==> images/clk_routes.png <==
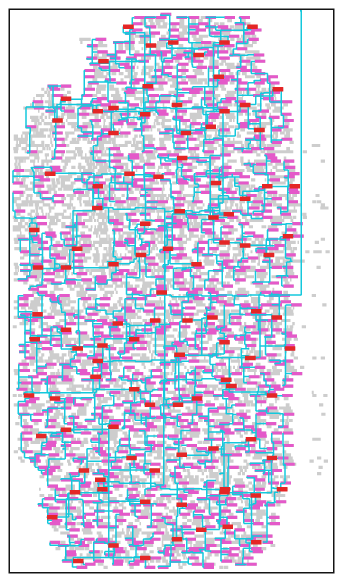
==> images/congestion.png <==
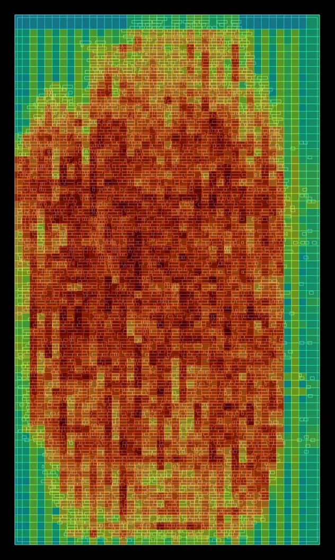
**src/rtl/regfile_sb.sv**
```systemverilog
`default_nettype none
// ---------------------------------------------------------------------------
// regfile_sb : register file with per-register busy (scoreboard) bits
// Rev 1.0
// ---------------------------------------------------------------------------
module regfile_sb #(
   parameter int XLEN   = 32,
   parameter int NREG   = 32,
   parameter int BYPASS = 1
) (
   input  logic                     clk,
   input  logic                     rst,
   input  logic                     we,
   input  logic [$clog2(NREG)-1:0]  waddr,
   input  logic [XLEN-1:0]          wdata,
   input  logic [$clog2(NREG)-1:0]  ra1,
   input  logic [$clog2(NREG)-1:0]  ra2,
   output logic [XLEN-1:0]          rd1,
   output logic [XLEN-1:0]          rd2,
   output logic                     busy1,
   output logic                     busy2,
   input  logic                     rsv_en,
   input  logic [$clog2(NREG)-1:0]  rsv_addr,
   output logic                     rsv_ok,
   input  logic                     flush,
   output logic [$clog2(NREG):0]    busy_cnt
);

   localparam int AW = $clog2(NREG);

   logic [XLEN-1:0] mem_q [NREG];
   logic [XLEN-1:0] mem_d [NREG];
   logic [NREG-1:0] busy_q, busy_d;
   logic [AW:0]     busy_cnt_q, busy_cnt_d;
   logic            wr_hit;

   assign wr_hit = we && (waddr != '0);

   // A writeback landing on the same cycle frees the register it targets.
   always_comb begin
      rsv_ok = 1'b0;
      if (!rst && rsv_en && !flush) begin
         rsv_ok = (rsv_addr == '0) || !busy_q[rsv_addr] || (we && (waddr == rsv_addr));
      end
   end

   always_comb begin
      mem_d = mem_q;
      if (wr_hit) begin
         mem_d[waddr] = wdata;
      end
   end

   // Clear-on-writeback first so a same-index reservation wins.
   always_comb begin
      busy_d = busy_q;
      if (wr_hit) begin
         busy_d[waddr] = 1'b0;
      end
      if (flush) begin
         busy_d = '0;
      end else if (rsv_ok && (rsv_addr != '0)) begin
         busy_d[rsv_addr] = 1'b1;
      end
      busy_d[0] = 1'b0;
   end

   always_comb begin
      busy_cnt_d = '0;
      for (int i = 0; i < NREG; i++) begin
         busy_cnt_d = busy_cnt_d + {{AW{1'b0}}, busy_d[i]};
      end
   end

   always_ff @(posedge clk or posedge rst) begin
      if (rst) begin
         for (int i = 0; i < NREG; i++) begin
            mem_q[i] <= '0;
         end
         busy_q     <= '0;
         busy_cnt_q <= '0;
      end else begin
         mem_q      <= mem_d;
         busy_q     <= busy_d;
         busy_cnt_q <= busy_cnt_d;
      end
   end

   assign busy_cnt = busy_cnt_q;

   always_comb begin
      rd1   = mem_q[ra1];
      busy1 = busy_q[ra1];
      if ((BYPASS != 0) && we && (waddr == ra1)) begin
         rd1   = wdata;
         busy1 = 1'b0;
      end
      if (rst || (ra1 == '0)) begin
         rd1   = '0;
         busy1 = 1'b0;
      end
   end

   always_comb begin
      rd2   = mem_q[ra2];
      busy2 = busy_q[ra2];
      if ((BYPASS != 0) && we && (waddr == ra2)) begin
         rd2   = wdata;
         busy2 = 1'b0;
      end
      if (rst || (ra2 == '0)) begin
         rd2   = '0;
         busy2 = 1'b0;
      end
   end

endmodule
`default_nettype wire

```
**config.mk**
```make
export PLATFORM = sky130hd
export DESIGN_NAME = regfile_sb
export DESIGN_NICKNAME = d
export VERILOG_FILES = /design/src/rtl/regfile_sb.sv
export SDC_FILE = /design/constraint.sdc
export NUM_CORES = 2
export LEC_CHECK = 0
export CAP_MARGIN = 10
export CORE_ASPECT_RATIO = 1.75
export CORE_MARGIN = 2
export CORE_UTILIZATION = 43
export DETAILED_ROUTE_END_ITERATION = 12
export GPL_ROUTABILITY_DRIVEN = 0
export GPL_TIMING_DRIVEN = 0
export MAX_ROUTING_LAYER = met4
export SLEW_MARGIN = 20
export SYNTH_ARGS = -nofsm -noshare
export SYNTH_HDL_FRONTEND = slang
export SYNTH_SLANG_ARGS = --single-unit
```
**constraint.sdc**
```tcl
create_clock -name clk -period 51.6 [get_ports clk]
set_input_delay 12.9 -clock clk [delete_from_list [all_inputs] [get_ports clk]]
set_output_delay 12.9 -clock clk [all_outputs]
set_load 0.01 [all_outputs]
```
==> CHANGELOG.md <==
### Changed

* Cells taking the most area after synthesis: dfrtp_1, mux4_2, mux2_2, mux2i_1, clkbuf_1
* Fraction of standard cell area in multi-input logic at between 40% and 50%
* 1st-iter DRT viols at 4959
* Count of nets left with antenna violations after detail routing at 0
* Tap Count at around 1800
* Synthesized instance count at a little under 4000
* Worst hold slack across all endpoints at 0.479 ns
* Area growth from synthesis to final layout at 14.8%
* Die Y-Extent at between 400 and 500 um
* Remaining DRCs at 0
* Clock root cell: clkbuf_16
* # nets final at between 4000 and 5000
* Power attributed to sequential cells at 0.00110 W
* Placed wire-length estimate at 184000 um
* Fraction of registers with async set/reset at 100%
* Hold path cells at 1
* Cell occurring most often along the worst timing path: buf_2
* Post-synthesis sequential area ratio at between 40% and 50%
* Total non-filler cell area in the finished layout at between 0.06 and 0.07 sq mm
* Slowest cell delay on critical path at 1.09 ns
* Maximum number of pins on one net before global-route repair at 35
* Number of cell instances after yosys synthesis at slightly below 4000
* Maximum fanout count along the critical path at 10
* Number of cells on the worst reg-to-reg path at 22
* Pre-CTS WS at 21.22 ns
* Switching power summed over all nets at 0.000727 W
* Area leader share at a little under half
* Combined area of all synthesized cells at around 0.058 sq mm
* Fp_density at a little over two fifths
* GRT met3 Usage at around an eighth
* Clk_buf instances at ~140
* Detail Route met2 WL at ~120000 um
* Non-clock inverters at 33
* Fin. max-slew vios at 0
* Worst path setup slack after routing at around 21 ns
* Yosys stat area at roughly 0.058 sq mm
* Capturing element type of the critical path: output port
* Most used flip-flop cell: dfrtp_1
* CP arrival at roughly 18 ns
* Logic cell area at 0.0293 sq mm
* Fin. Hold Viols at 0
* Chip area at 0.138 sq mm
* Detailed Routing Iterations Pass 1 at 5
* Main power group: registers
* Clock group total power at between 0.0008 and 0.0009 W
* Clock transition at path regs at around 0.060 ns
* Cell type with the highest aggregate area in the netlist: dfrtp_1
* Final worst path period share at between 50% and 60%
* Buffer-and-inverter tally for the worst setup path at 5
* Layout non-clock buf frac at 7.01%
* Kind of path behind the tightest hold check: reg -> reg
* Most popular library cell in the synthesized design by count: dfrtp_1
* Worst vdd rail ir drop at ~0.000028 V
* Final Setup Violations at 0
* Crit-path cells: clkbuf_1 -> buf_2 -> buf_2 -> buf_2 -> mux2i_1 -> o22ai_1 -> a2111oi_0 -> a21oi_1 -> a22o_1 -> clkdlybuf4s50_1
* Global routing usage on met2 at about three fifths
* Vias per std cell at 6.93
* Total overflow reported by the global router at 0
* Number of synthesized register bits at roughly 1100
* Met3 wire length at roughly 28000 um
* TritonCTS Buffers at slightly above 100
* Yosys warning tally at 0
* Number of antenna violations at the first check in global routing at 11
* Die width at approximately 280 um
* Endpoint of the most critical register-to-register path: busy_cnt[4]
* Worst-Margin Slew at around 1.3 ns
* Number of standard cells in the final layout excluding fillers at ~6100
* Floorplan row count at 178
* Post-Syn Area per Cell at approximately 15 sq um
* Switching part of the total at 29.4%
* Count of instances resized after the clock tree is built at 0
* Clock network share of area at under 10%
* Sequential standard cell area at 0.0266 sq mm
* CTS tree: yes
* Pwr dens at 37.2 mW/mm^2
* Leading cell types in the layout, fill and taps excluded: dfrtp_1, mux2_2, mux4_2, clkbuf_1, mux2i_1
* H-Tree Level Count at 3
* RSZ-0062 raised after global routing: no
* Outcome: finished, final reports clean
About clk_routes.png:
legend:
  red:
    item: clock drivers
    count: 103
  cyan:
    item: clock wires
    length: 14900 um
  magenta:
    item: flip-flops
    count: 1061
flops lie: widely spread
routed clock nets: 104
part of the power in the clock network: 33.1%
Latency at later pin: 0.75 ns

About congestion.png:
met1 capacity usage during global routing: 44.0%
global-route layer with the greatest usage: met2

-- cell families (layout without fill, tap and decap cells) --
group,Yosys count,after routing,synth area share [%]
AND-OR/OR-AND,402,402,5.12
buffers and inverters,486,856,3.52
flip-flops,1061,1061,45.9
other,0,18,0
AND/OR/NAND/NOR,261,261,2.46
adder cells (fa/ha/maj),30,30,0.947
multiplexers,1660,1660,41.8
XOR/XNOR,18,18,0.272
-- worst max path at each step --
stage / startpoint / endpoint / slack (ns)
floorplan: rst / rd2[0] / 7.07
global placement: rst / rd2[7] / -6.86
detailed placement: rst / rd2[7] / 21.22
CTS: rst / rd2[7] / 21.22
global route: rst / rd2[7] / 21.16
finish: ra1[0] / rd1[29] / 20.92
-- registers in the layout, summed over array words and instances (netlist names) --
signal	count
mem_q	1024
busy_q	31
busy_cnt	6
Power is estimated from default activity; no workload was simulated.
